<file path="config.mk">
export PLATFORM = sky130hd
export DESIGN_NAME = tri_bus_arbiter
export DESIGN_NICKNAME = d
export VERILOG_FILES = /design/src/rtl/tri_bus_arb_pkg.sv /design/src/rtl/rr_pick.sv /design/src/rtl/tri_bus_arbiter.sv
export SDC_FILE = /design/constraint.sdc
export NUM_CORES = 1
export LEC_CHECK = 0
export CAP_MARGIN = 20
export CORE_ASPECT_RATIO = 0.75
export CORE_UTILIZATION = 30
export CTS_CLUSTER_DIAMETER = 150
export DETAILED_ROUTE_END_ITERATION = 10
export GPL_TIMING_DRIVEN = 0
export PLACE_DENSITY = 0.5
export SYNTH_ARGS = -nofsm -noshare
export SYNTH_HDL_FRONTEND = slang
export SYNTH_SLANG_ARGS = --single-unit
</file>
<file path="constraint.sdc">
create_clock -name clk -period 5 [get_ports clk]
set_input_delay 0.75 -clock clk [delete_from_list [all_inputs] [get_ports clk]]
set_output_delay 0.75 -clock clk [all_outputs]
set_load 0.05 [all_outputs]
</file>
<file path="src/rtl/tri_bus_arb_pkg.sv">
// Shared definitions for the tri-state bus arbiter.
//   arb_state_e : arbiter FSM states (IDLE, GRANT, TURN)
//   owner_w()   : width of an agent index for a given agent count
//   idle_value(): all-ones pattern a floating pulled-up bus must show
package tri_bus_arb_pkg;

    typedef enum logic [1:0] {
        ST_IDLE  = 2'd0,
        ST_GRANT = 2'd1,
        ST_TURN  = 2'd2
    } arb_state_e;

    localparam int MAX_BUS_W = 64;

    function automatic int owner_w(input int n);
        return (n <= 2) ? 1 : $clog2(n);
    endfunction

    // Pull-up value of a w-bit bus; callers cast down to their own width.
    function automatic logic [MAX_BUS_W-1:0] idle_value(input int w);
        logic [MAX_BUS_W-1:0] v;
        v = '0;
        for (int i = 0; i < MAX_BUS_W; i++) begin
            if (i < w) v[i] = 1'b1;
        end
        return v;
    endfunction

endpackage

</file>
<file path="src/rtl/rr_pick.sv">
// Combinational round-robin selector.
//   req_i     : request vector
//   last_i    : index of the previous winner (lowest priority this round)
//   win_oh_o  : one-hot winner
//   win_idx_o : winner index
//   valid_o   : at least one request present
// The search starts at last_i+1 and wraps modulo N.
module rr_pick #(
    parameter int N     = 4,
    parameter int IDX_W = 2
) (
    input  logic [N-1:0]     req_i,
    input  logic [IDX_W-1:0] last_i,
    output logic [N-1:0]     win_oh_o,
    output logic [IDX_W-1:0] win_idx_o,
    output logic             valid_o
);

    int unsigned      cand;
    logic [IDX_W-1:0] cand_idx;

    always_comb begin
        win_oh_o  = '0;
        win_idx_o = '0;
        valid_o   = 1'b0;
        cand      = 0;
        cand_idx  = '0;
        for (int i = 1; i <= N; i++) begin
            cand     = (int'(last_i) + i) % N;
            cand_idx = IDX_W'(cand);
            if (!valid_o && req_i[cand_idx]) begin
                valid_o            = 1'b1;
                win_oh_o[cand_idx] = 1'b1;
                win_idx_o          = cand_idx;
            end
        end
    end

endmodule

</file>
<file path="src/rtl/tri_bus_arbiter.sv">
// Round-robin arbiter / sequencer for a pulled-up shared tri-state bus.
//   clk, rst_n  : clock (rising edge), async active-low reset
//   req         : per-agent level request
//   done        : per-agent release pulse (only the owner's is honoured)
//   bus_in      : sampled bus value, checked for float during turnaround
//   grant       : one-hot ownership
//   drive_en    : tri-state output enables (identical to grant)
//   owner_id    : index of current / last owner
//   bus_busy    : high while an owner holds the bus
//   timeout_err : one-cycle pulse when a tenure is cut at MAX_HOLD
//   float_err   : one-cycle pulse after a turnaround cycle with bus != all-ones
//   dbg_state   : current FSM state, for observation only
// Valid/ready-style contract: an agent owns the bus exactly while its grant
// bit is high; it keeps req high for as long as it wants the bus and ends
// its tenure either with a done pulse or by dropping req.
module tri_bus_arbiter
    import tri_bus_arb_pkg::*;
#(
    parameter int NUM_REQ  = 4,
    parameter int DATA_W   = 8,
    parameter int MAX_HOLD = 16,
    parameter int TURN_CYC = 1
) (
    input  logic                          clk,
    input  logic                          rst_n,
    input  logic [NUM_REQ-1:0]            req,
    input  logic [NUM_REQ-1:0]            done,
    input  logic [DATA_W-1:0]             bus_in,
    output logic [NUM_REQ-1:0]            grant,
    output logic [NUM_REQ-1:0]            drive_en,
    output logic [owner_w(NUM_REQ)-1:0]   owner_id,
    output logic                          bus_busy,
    output logic                          timeout_err,
    output logic                          float_err,
    output arb_state_e                    dbg_state
);

    localparam int OWNER_W = owner_w(NUM_REQ);
    localparam int HOLD_W  = $clog2(MAX_HOLD + 1);
    localparam int TURN_W  = $clog2(TURN_CYC + 1);
    localparam logic [DATA_W-1:0] IDLE_VAL = DATA_W'(idle_value(DATA_W));

    arb_state_e           state_q, state_d;
    logic [NUM_REQ-1:0]   grant_q, grant_d;
    logic [OWNER_W-1:0]   owner_q, owner_d;
    logic [HOLD_W-1:0]    hold_q, hold_d;
    logic [TURN_W-1:0]    turn_q, turn_d;
    logic                 timeout_q, timeout_d;
    logic                 float_q, float_d;

    logic [NUM_REQ-1:0]   pick_oh;
    logic [OWNER_W-1:0]   pick_idx;
    logic                 pick_valid;
    logic                 own_done, own_req, at_max, release_now;

    rr_pick #(
        .N     (NUM_REQ),
        .IDX_W (OWNER_W)
    ) u_pick (
        .req_i     (req),
        .last_i    (owner_q),
        .win_oh_o  (pick_oh),
        .win_idx_o (pick_idx),
        .valid_o   (pick_valid)
    );

    assign own_done    = done[owner_q];
    assign own_req     = req[owner_q];
    assign at_max      = (hold_q == HOLD_W'(MAX_HOLD));
    assign release_now = own_done || !own_req || at_max;

    always_comb begin
        state_d   = state_q;
        grant_d   = grant_q;
        owner_d   = owner_q;
        hold_d    = hold_q;
        turn_d    = turn_q;
        timeout_d = 1'b0;
        float_d   = 1'b0;
        unique case (state_q)
            ST_IDLE: begin
                if (pick_valid) begin
                    state_d = ST_GRANT;
                    grant_d = pick_oh;
                    owner_d = pick_idx;
                    hold_d  = HOLD_W'(1);
                end
            end
            ST_GRANT: begin
                if (release_now) begin
                    state_d   = ST_TURN;
                    grant_d   = '0;
                    hold_d    = '0;
                    turn_d    = TURN_W'(1);
                    // A cut only counts as a timeout if the owner had not
                    // already released on that same cycle.
                    timeout_d = at_max && !own_done && own_req;
                end else begin
                    hold_d = hold_q + HOLD_W'(1);
                end
            end
            ST_TURN: begin
                float_d = (bus_in != IDLE_VAL);
                if (turn_q == TURN_W'(TURN_CYC)) begin
                    turn_d = '0;
                    // Arbitrate straight out of turnaround, no IDLE bubble.
                    if (pick_valid) begin
                        state_d = ST_GRANT;
                        grant_d = pick_oh;
                        owner_d = pick_idx;
                        hold_d  = HOLD_W'(1);
                    end else begin
                        state_d = ST_IDLE;
                    end
                end else begin
                    turn_d = turn_q + TURN_W'(1);
                end
            end
            default: begin
                state_d = ST_IDLE;
                grant_d = '0;
            end
        endcase
    end

    // Async reset clears grant at once so a reset mid-tenure floats the bus.
    always_ff @(posedge clk or negedge rst_n) begin
        if (!rst_n) begin
            state_q   <= ST_IDLE;
            grant_q   <= '0;
            owner_q   <= OWNER_W'(NUM_REQ - 1);
            hold_q    <= '0;
            turn_q    <= '0;
            timeout_q <= 1'b0;
            float_q   <= 1'b0;
        end else begin
            state_q   <= state_d;
            grant_q   <= grant_d;
            owner_q   <= owner_d;
            hold_q    <= hold_d;
            turn_q    <= turn_d;
            timeout_q <= timeout_d;
            float_q   <= float_d;
        end
    end

    assign grant       = grant_q;
    assign drive_en    = grant_q;
    assign owner_id    = owner_q;
    assign bus_busy    = (state_q == ST_GRANT);
    assign timeout_err = timeout_q;
    assign float_err   = float_q;
    assign dbg_state   = state_q;

endmodule

</file>
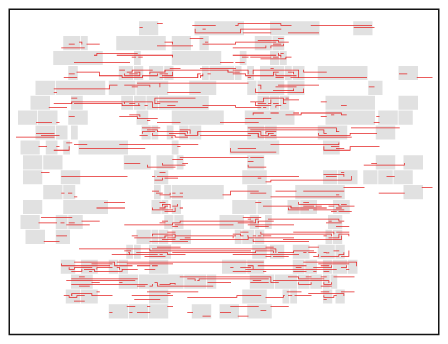
**Above:** metal 1.
Cells faint in the background.
longest straight run: 26.7 um
nets with wire on the layer: 171
wire length on this layer: 1,680 um
main direction: horizontal
wirelength, routed: 3350 um
vias: 1,222
GRT met1 Usage: 0.217

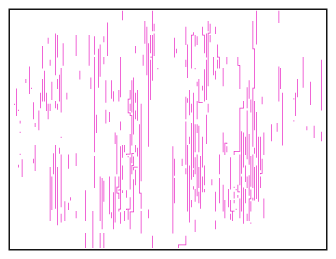
**Above:** signal wires on met2.
wire length on this layer: 1,450 um
longest straight run: 25.5 um
met2 Use GR: 0.254

==> ci_impl_report.md <==
### Flow metrics

| Metric | Value |
|---|---|
| Min-delay src | hold_q[4] |
| Crit end category | flip-flop |
| NetSw | 0.000507 W |
| FP Util | 0.318 |
| Post-layout nets | 208 |
| Path length in cells of the critical path | 6 |
| Seq. pwr | 0.000230 W |
| Reg with most FFs | hold_q |
| Die Width | 78.1 um |
| Final instance count without filler cells | 234 |
| Critical path arrival | 2.90 ns |
| Distinct cells, synth | 40 |
| Synth Flop Type | dfrtp_1 |
| Cell area leaders | dfrtp_1 (27%), ha_1 (9.6%), a21oi_1 (4.6%) |
| DP Cell Count | 230 |
| Num rows | 20 |
| Count of tool warnings | 34 |
| Gr usage total | 0.158 |
| Worst Setup SP | req[2] |
| Top-area cell share | 0.269 |
| Max transition margin | 0.497 |
| Maxcap violations | 0 |
| Area reported by Yosys stat | 0.00130 sq mm |
| Top post-synthesis cells by count | nand2_1 (15), dfrtp_1 (14), a21oi_1 (12), ha_1 (10) |
| Switching part of the total | 0.503 |
| Peak supply drop | 0.245 mV |
| Outcome | finished, final reports clean |
| Clk slew on worst S/H paths | 0.07 ns |
| Endpoint of the lowest-slack register-to-register path | drive_en[3] |
| CP peak stage delay | 0.53 ns |
| TritonCTS clock tree | yes |
| Postcts setup bufs | 0 |
| Internal | 0.000501 W |
| Die area | 0.00462 sq mm |
| Die Y | 59.1 um |
| Final Power | 0.00101 W |
| Synthesis Warnings | 0 |
| Clk_lat worst skew | 0.25 ns |
| Yosys stat cell total | 143 |
| Clk buf depth | 2 |
| Setup slack after placement | 1.97 ns |
| CP Launch Type | input port |
| Sink Count | 16 |
final cells by class:
class	count	area (sq um)	area share
sequential	16	403	0.230
buffer	7	57.6	0.0329
timing repair buffer	32	320	0.183
tap	55	68.8	0.0394
multi-input combinational	111	810	0.463
clock buffer	4	55.1	0.0315
inverter	9	33.8	0.0193
cells in the final DEF, fill, tap and decap left out, types with 3 or more instances in the layout:
cell             synthesis  layout
a2111oi_0                3       3
a21boi_0                 4       4
a21oi_1                 12      12
a31oi_1                  3       3
buf_4                    4       4
clkbuf_8                 0       4
clkdlybuf4s50_1          0      32
dfrtp_1                 14      14
ha_1                    10      10
inv_1                    9       9
mux2i_1                  3       3
nand2_1                 15      15
nand2b_1                 8       8
nand3b_1                 3       3
nor2_1                   3       3
o21ai_0                  9       9
o2bb2ai_1                3       3
or3_1                    4       4
or3b_1                   3       3
Power is estimated from default activity; no workload was simulated.
